--- config.mk ---
export PLATFORM = sky130hd
export DESIGN_NAME = hazard_unit
export DESIGN_NICKNAME = d
export VERILOG_FILES = /design/src/rtl/hazard_unit.sv
export SDC_FILE = /design/constraint.sdc
export NUM_CORES = 1
export LEC_CHECK = 0
export CAP_MARGIN = 20
export CORE_ASPECT_RATIO = 0.6
export CORE_UTILIZATION = 45
export DETAILED_ROUTE_END_ITERATION = 16
export PLACE_DENSITY_LB_ADDON = 0.3
export SETUP_SLACK_MARGIN = 0.1
export SYNTH_ARGS = -nofsm -noshare
export SYNTH_HDL_FRONTEND = slang
export SYNTH_SLANG_ARGS = --single-unit
--- constraint.sdc ---
create_clock -name clk -period 4.6 [get_ports clk]
set_input_delay 0.46 -clock clk [delete_from_list [all_inputs] [get_ports clk]]
set_output_delay 0.46 -clock clk [all_outputs]
set_load 0.02 [all_outputs]
--- src/rtl/hazard_unit.sv ---
// Pipeline hazard unit: load-use stall, branch/jump flush, EX operand forwarding and
// event counters, using a shadow copy of the EX/MEM/WB register fields.
module hazard_unit #(
    parameter int unsigned INIT_CYCLES = 3
) (
    input  logic        clk,
    input  logic        reset,
    input  logic [4:0]  rs_ID,
    input  logic [4:0]  rt_ID,
    input  logic        uses_rt_ID,
    input  logic [4:0]  dest_ID,
    input  logic        wr_ID,
    input  logic        ld_ID,
    input  logic        jump_ID,
    input  logic        br_taken_MEM,
    output logic        stall,
    output logic        pc_write,
    output logic        ifid_write,
    output logic        ifid_flush,
    output logic        exmem_flush,
    output logic [1:0]  fwdA,
    output logic [1:0]  fwdB,
    output logic [15:0] lu_count,
    output logic [15:0] br_count
);

    typedef struct packed {
        logic [4:0] rs;
        logic [4:0] rt;
        logic [4:0] dest;
        logic       wr;
        logic       ld;
    } shadow_t;

    typedef enum logic {StInit, StRun} state_e;

    state_e      state_q, state_d;
    logic [15:0] init_cnt_q, init_cnt_d;
    shadow_t     ex_q, mem_q, wb_q;
    shadow_t     id_fields;
    logic [15:0] lu_cnt_q, br_cnt_q;
    logic        load_use;
    logic        lu_inc, br_inc;

    function automatic logic [1:0] fwd_sel(input logic [4:0] src, input shadow_t m,
                                           input shadow_t w);
        if (m.wr && m.dest != 5'd0 && m.dest == src) begin
            return 2'b10;
        end else if (w.wr && w.dest != 5'd0 && w.dest == src) begin
            return 2'b01;
        end
        return 2'b00;
    endfunction

    assign id_fields = '{rs: rs_ID, rt: rt_ID, dest: dest_ID, wr: wr_ID, ld: ld_ID};

    assign load_use = ex_q.ld && ex_q.wr && ex_q.dest != 5'd0 &&
                      (ex_q.dest == rs_ID || (uses_rt_ID && ex_q.dest == rt_ID));

    always_comb begin
        state_d     = state_q;
        init_cnt_d  = init_cnt_q;
        stall       = 1'b0;
        pc_write    = 1'b0;
        ifid_write  = 1'b0;
        ifid_flush  = 1'b0;
        exmem_flush = 1'b0;
        lu_inc      = 1'b0;
        br_inc      = 1'b0;
        unique case (state_q)
            StInit: begin
                init_cnt_d = init_cnt_q - 16'd1;
                if (init_cnt_q <= 16'd1) begin
                    state_d = StRun;
                end
            end
            StRun: begin
                stall      = 1'b1;
                pc_write   = 1'b1;
                ifid_write = 1'b1;
                if (br_taken_MEM) begin
                    ifid_flush  = 1'b1;
                    exmem_flush = 1'b1;
                    stall       = 1'b0;
                    br_inc      = 1'b1;
                end else if (load_use) begin
                    // Jump held in ID is simply re-evaluated once the bubble clears.
                    stall      = 1'b0;
                    pc_write   = 1'b0;
                    ifid_write = 1'b0;
                    lu_inc     = 1'b1;
                end else if (jump_ID) begin
                    ifid_flush = 1'b1;
                end
            end
        endcase
        fwdA = fwd_sel(ex_q.rs, mem_q, wb_q);
        fwdB = fwd_sel(ex_q.rt, mem_q, wb_q);
        if (reset) begin
            stall       = 1'b0;
            pc_write    = 1'b0;
            ifid_write  = 1'b0;
            ifid_flush  = 1'b0;
            exmem_flush = 1'b0;
            fwdA        = 2'b00;
            fwdB        = 2'b00;
        end
    end

    always_ff @(posedge clk) begin
        if (reset) begin
            state_q    <= StInit;
            init_cnt_q <= 16'(INIT_CYCLES);
            ex_q       <= '0;
            mem_q      <= '0;
            wb_q       <= '0;
            lu_cnt_q   <= '0;
            br_cnt_q   <= '0;
        end else begin
            state_q    <= state_d;
            init_cnt_q <= init_cnt_d;
            ex_q       <= stall ? id_fields : '0;
            mem_q      <= exmem_flush ? '0 : ex_q;
            wb_q       <= mem_q;
            if (lu_inc && lu_cnt_q != 16'hFFFF) begin
                lu_cnt_q <= lu_cnt_q + 16'd1;
            end
            if (br_inc && br_cnt_q != 16'hFFFF) begin
                br_cnt_q <= br_cnt_q + 16'd1;
            end
        end
    end

    assign lu_count = lu_cnt_q;
    assign br_count = br_cnt_q;

endmodule

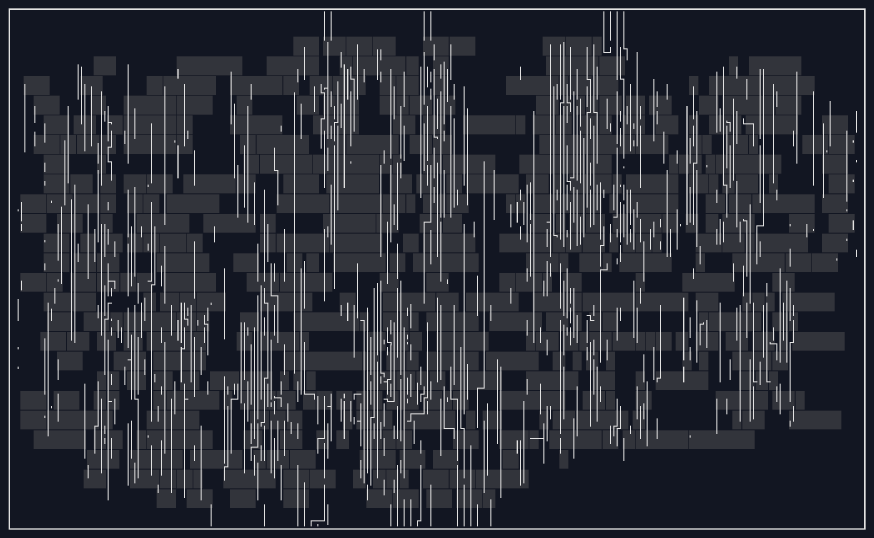
(run_1/m2.png)
Cells faint in the background.
The layer holds 43% of the routed length. The layer carries 3620 um of wire. The longest straight run is 38.8 um. The wires run mostly vertical.

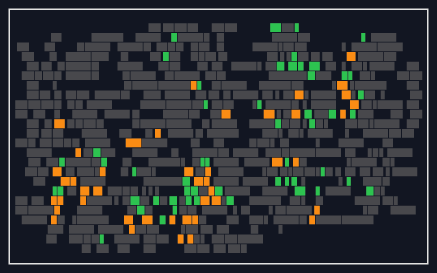
(run_1/gates.png)
Green stands for nand cells, cells 53. Orange stands for aoi and oai cells, cells 44.

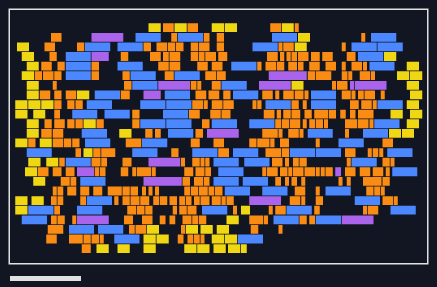
(run_1/class_map.png)
Bar = 20 um.
Blue stands for registers, cells 78, share of their area 34%. Yellow stands for remaining buffers and delay cells, cells 64, share of their area 14%. Purple stands for clock drivers and dummy loads, cells 16, share of their area 7.4%. Orange stands for remaining logic cells, cells 312, share of their area 44%.

-- run 1: cell families (layout without fill, tap and decap cells) --
logic type	after synthesis	count (layout)
AND-OR/OR-AND	45	45
XOR/XNOR	57	57
adder cells (fa/ha/maj)	4	4
buffers and inverters	25	90
flip-flops	78	78
multiplexers	7	7
AND/OR/NAND/NOR	189	189
-- run 1: power groups by stage --
stage | registers [mW] | clock network, mW | logic [mW]
after floorplan | 0.772 | 0 | 0.213
after global placement | 0.788 | 0 | 0.265
after detailed placement | 0.791 | 0 | 0.274
after CTS | 0.776 | 0.803 | 0.276
after global routing | 0.783 | 0.830 | 0.314
final | 0.777 | 0.785 | 0.274
-- run 1: per-stage QoR --
step	setup slack, ns	hold slack (ns)
6_report	1.42	0.470
5_1_grt	1.21	0.484
4_1_cts	1.38	0.471
3_5_place_dp	1.42	0.468
3_3_place_gp	1.52	0.459
2_1_floorplan	2.03	0.431
-- run 1: area by class of cell --
type	instances	area, um2	share of cell area
multi-input cells	302	1970	0.423
repair buffers	64	631	0.135
well taps	104	130	0.0279
flip-flops and latches	78	1560	0.334
clock buffers	13	270	0.0579
clock inverters	3	65.1	0.0139
inverters	10	37.5	0.00804
-- run 1: worst paths after layout --
kind | endpoint
hold reg to reg | wb_q[1]
setup reg to reg | lu_count[15]
setup / recovery | stall
hold / removal | wb_q[1]
-- run 1: flip-flops by register name, indices dropped and copies added, names as in the netlist --
name	flops
wb_q	6
mem_q	6
br_count	16
state_q	1
init_cnt_q	16
lu_count	16
ex_q	17
-- run 1: layer usage --
metal | share of wire | vias to the layer above
met4 | 0.011 | 0
met2 | 0.43 | 88
met5 | 0 | -
met1 | 0.50 | 1410
met3 | 0.059 | 16
li1 | - | 1548
==> flow_metrics.tcl, run 1 <==
# yosys + openroad results
set metrics [dict create \
    yosysUniqueCellTypes 41 \
    dr.pass1.iters 4 \
    overflow 0 \
    fin_cells 574 \
    logic_family "simple AND/OR/NAND/NOR gates" \
    grt-busiest-layer "met2" \
    routed_wire_length_per_instance_um 14.6 \
    topCellsByArea "dfxtp_1, xor2_1, xnor2_1, nor2_1, and2_1" \
    synth-edff-count 0 \
    grt_first_pass_wirelength_um 14300 \
    swShare 0.253 \
    clock_tree_from_tritoncts "done" \
    postLayoutCoreUtil 0.619 \
    clock_tree.buffer_depth 2 \
    drv_cap 0 \
    initCoreUtil 0.483 \
    fin_crit_sh 0.692 \
    min_from "mem_q[1]" \
    path_cells "or4_1 > o211ai_2 > o2111a_1 > clkdlybuf4s50_1" \
    netlist_area_um2 3640 \
    maxSlewHeadroom 0.448 \
    r2r-start "state_q" \
    min_path_cells 1 \
    fp-row-count 24 \
    layout_top_cell "dfxtp_1" \
    path_clk_slew_ns 0.06 \
    met3_track_utilization_from_global_routing 0.0717 \
    totalWireLength_um 8350 \
    critical_path.slowest_cell "clkdlybuf4s50_1" \
    die_outline_height_um 71.7 \
    ys.flop_type "dfxtp_1" \
    dp.final_hpwl_um 5860 \
    placedCellCount 558 \
    postSynthAreaPerCell_um2 8.98 \
    setup-tns-final_ns 0 \
    hold_viol 0 \
    drc_errors 0 \
    power_mw 1.84 \
    power_switching_mw 0.465 \
    yosys-top-cells-count "dfxtp_1, nor2_1, xor2_1, xnor2_1, and2_1" \
    run_status "finished, final reports clean" \
    cp-startpoint "ex_q[3]" \
    num_vias 3062 \
    startpoint_type "flop" \
    finalCriticalPeriod_ns 3.18 \
    postSynthSeqShare 0.429 \
    top_cell "dfxtp_1" \
    crit_type "reg -> out" \
    yosys_warnings 0 \
]
==> run_1/clock_wires.png <==
Bar = 20 um.
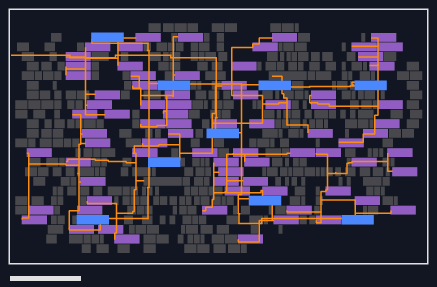

==> run 1 -> run 2 <==
==> constraint.sdc (replaced) <==
create_clock -name clk -period 3.2 [get_ports clk]
set_input_delay 0.32 -clock clk [delete_from_list [all_inputs] [get_ports clk]]
set_output_delay 0.32 -clock clk [all_outputs]
set_load 0.02 [all_outputs]
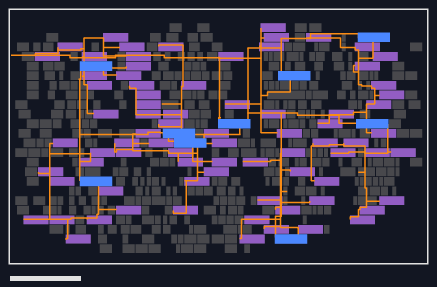
(run_2/clock_wires.png)
Bar = 20 um.
Blue stands for clock-net drivers, count 9. Purple stands for flip-flops, count 78. Orange stands for clock wires, length 950 um.
Position of the flops: widely spread. There are 10 routed clock nets.
clock-net power: 1.00 mW
relative contribution of the clock network to total power: 0.397
clock insertion delay at the later pin of the skew report: 0.33 ns

==> run 2 against run 1 <==
  * Sequential share of layout area grew 0.11 points
  * Largest power group is now registers
  * Cell area decreased by 0.32%
  * Count of clock-buffer cells in the layout is the same
  * Via count grew 1.4%
  * Critical path depth is 1 higher
  * Power grew 37%
  * Worst hold slack worse by 0.038 ns
  * Synthesized cell count unchanged
  * Non-clock buffer count rose by 4
  * First-iteration DRC count is 34% higher
==> flow_metrics.tcl, run 2 <==
# yosys + openroad results
set metrics [dict create \
    run_status "finished, final reports clean" \
    path_cells "or4_1 > o21ai_1 > nor3_1 > nor4_1 > clkdlybuf4s50_1" \
    synth_xor_xnor_area_share 0.137 \
    dr.pass1.iters 4 \
    postSynthSeqShare 0.429 \
    yosysUniqueCellTypes 41 \
    swShare 0.258 \
    totalWireLength_um 8350 \
    power_switching_mw 0.648 \
    placement_stage_worst_setup_slack_ns 0.524 \
    fin_cells 576 \
    finalCriticalPeriod_ns 2.84 \
    synth-edff-count 0 \
    topCellsByArea "dfxtp_1, xor2_1, xnor2_1, nor2_1, and2_1" \
    cp_slowest_stage_delay_ns 0.66 \
    yosys_warnings 0 \
    die_outline_height_um 71.7 \
    finalWorstSetupSlack_ns 0.365 \
    layout_top_cell "dfxtp_1" \
    placedCellCount 562 \
    maxSlewHeadroom 0.579 \
    clock_tree_from_tritoncts "done" \
    drv_cap 0 \
    netlist_area_um2 3640 \
    fin_worst_hold_slack_ns 0.432 \
    hold_viol 0 \
    fin_crit_sh 0.886 \
    largest_register_ff_count 17 \
    startpoint_type "flop" \
    routed_wire_length_per_instance_um 14.5 \
    clock_tree.buffer_depth 2 \
    critical_path.slowest_cell "clkdlybuf4s50_1" \
    postLayoutCoreUtil 0.617 \
    path_clk_slew_ns 0.05 \
    yosys-top-cells-count "dfxtp_1, nor2_1, xor2_1, xnor2_1, and2_1" \
    initCoreUtil 0.483 \
    num_vias 3106 \
    top_cell "dfxtp_1" \
    crit_type "reg -> out" \
    setup-tns-final_ns 0 \
    logic_family "simple AND/OR/NAND/NOR gates" \
    ys.flop_type "dfxtp_1" \
    largest_register "ex_q" \
    postSynthAreaPerCell_um2 8.98 \
    drc_errors 0 \
    grt_first_pass_wirelength_um 14000 \
]
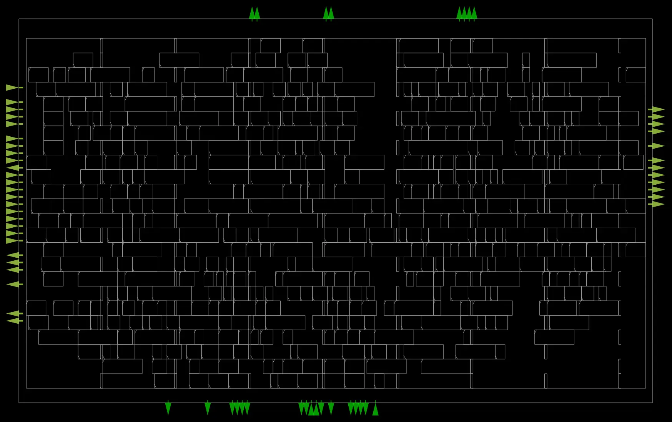
(run_2/placed.png)
row count: 24
share of the final layout cell area in sequential cells: 0.336

==> run 2: netlist changes by cell type in the layout (fill, tap and decap cells not counted) <==
cell	delta
o21ai_0	-1
o21ai_1	+1
bufinv_16	-1
buf_4	+4
clkbuf_8	-1
clkbuf_1	+1
clkinv_2	-1
==> run 2: layer usage <==
layer  global-route usage  wire [um]  up-vias
met3               0.0629        465       12
met2                0.313       3600       86
met5                    0          0        -
li1                     -          -     1550
met4               0.0826        106        0
met1                0.288       4180     1458
==> run 2: worst paths after layout <==
kind	startpoint	endpoint	slack [ns]	cells after the start
setup / recovery	mem_q[3]	fwdB[0]	0.36	5
hold / removal	reset	state_q	0.43	4
setup reg to reg	state_q	lu_count[15]	0.90	5
hold reg to reg	mem_q[1]	wb_q[1]	0.48	1
==> run 2: cell families after synthesis <==
kind of cell	after synthesis
AND-OR/OR-AND	45
XOR/XNOR	57
adder cells (fa/ha/maj)	4
buffers and inverters	25
flip-flops	78
multiplexers	7
AND/OR/NAND/NOR	189
==> run 2: final cells by class <==
class	instances	area (um2)
fillers	651	2880
well taps	104	130
multi-input cells	302	1970
clock buffers	13	260
repair buffers	68	661
clock inverters	1	30.0
inverters	10	37.5
flip-flops and latches	78	1560
==> run 2: tightest hold or removal path, cell delays in order <==
cell	delay (ns)
buf_2	0.09
inv_1	0.09
nand2_1	0.15
nand2_1	0.06
==> run 2: power groups by stage <==
stage               logic, mW  registers (mW)  clock network (mW)
global placement        0.388            1.13                   0
global route            0.443            1.12                1.06
finish                  0.400            1.12                1.00
floorplan               0.307            1.11                   0
detailed placement      0.399            1.14                   0
CTS                     0.403            1.12                1.02
Power is estimated from default activity; no workload was simulated.
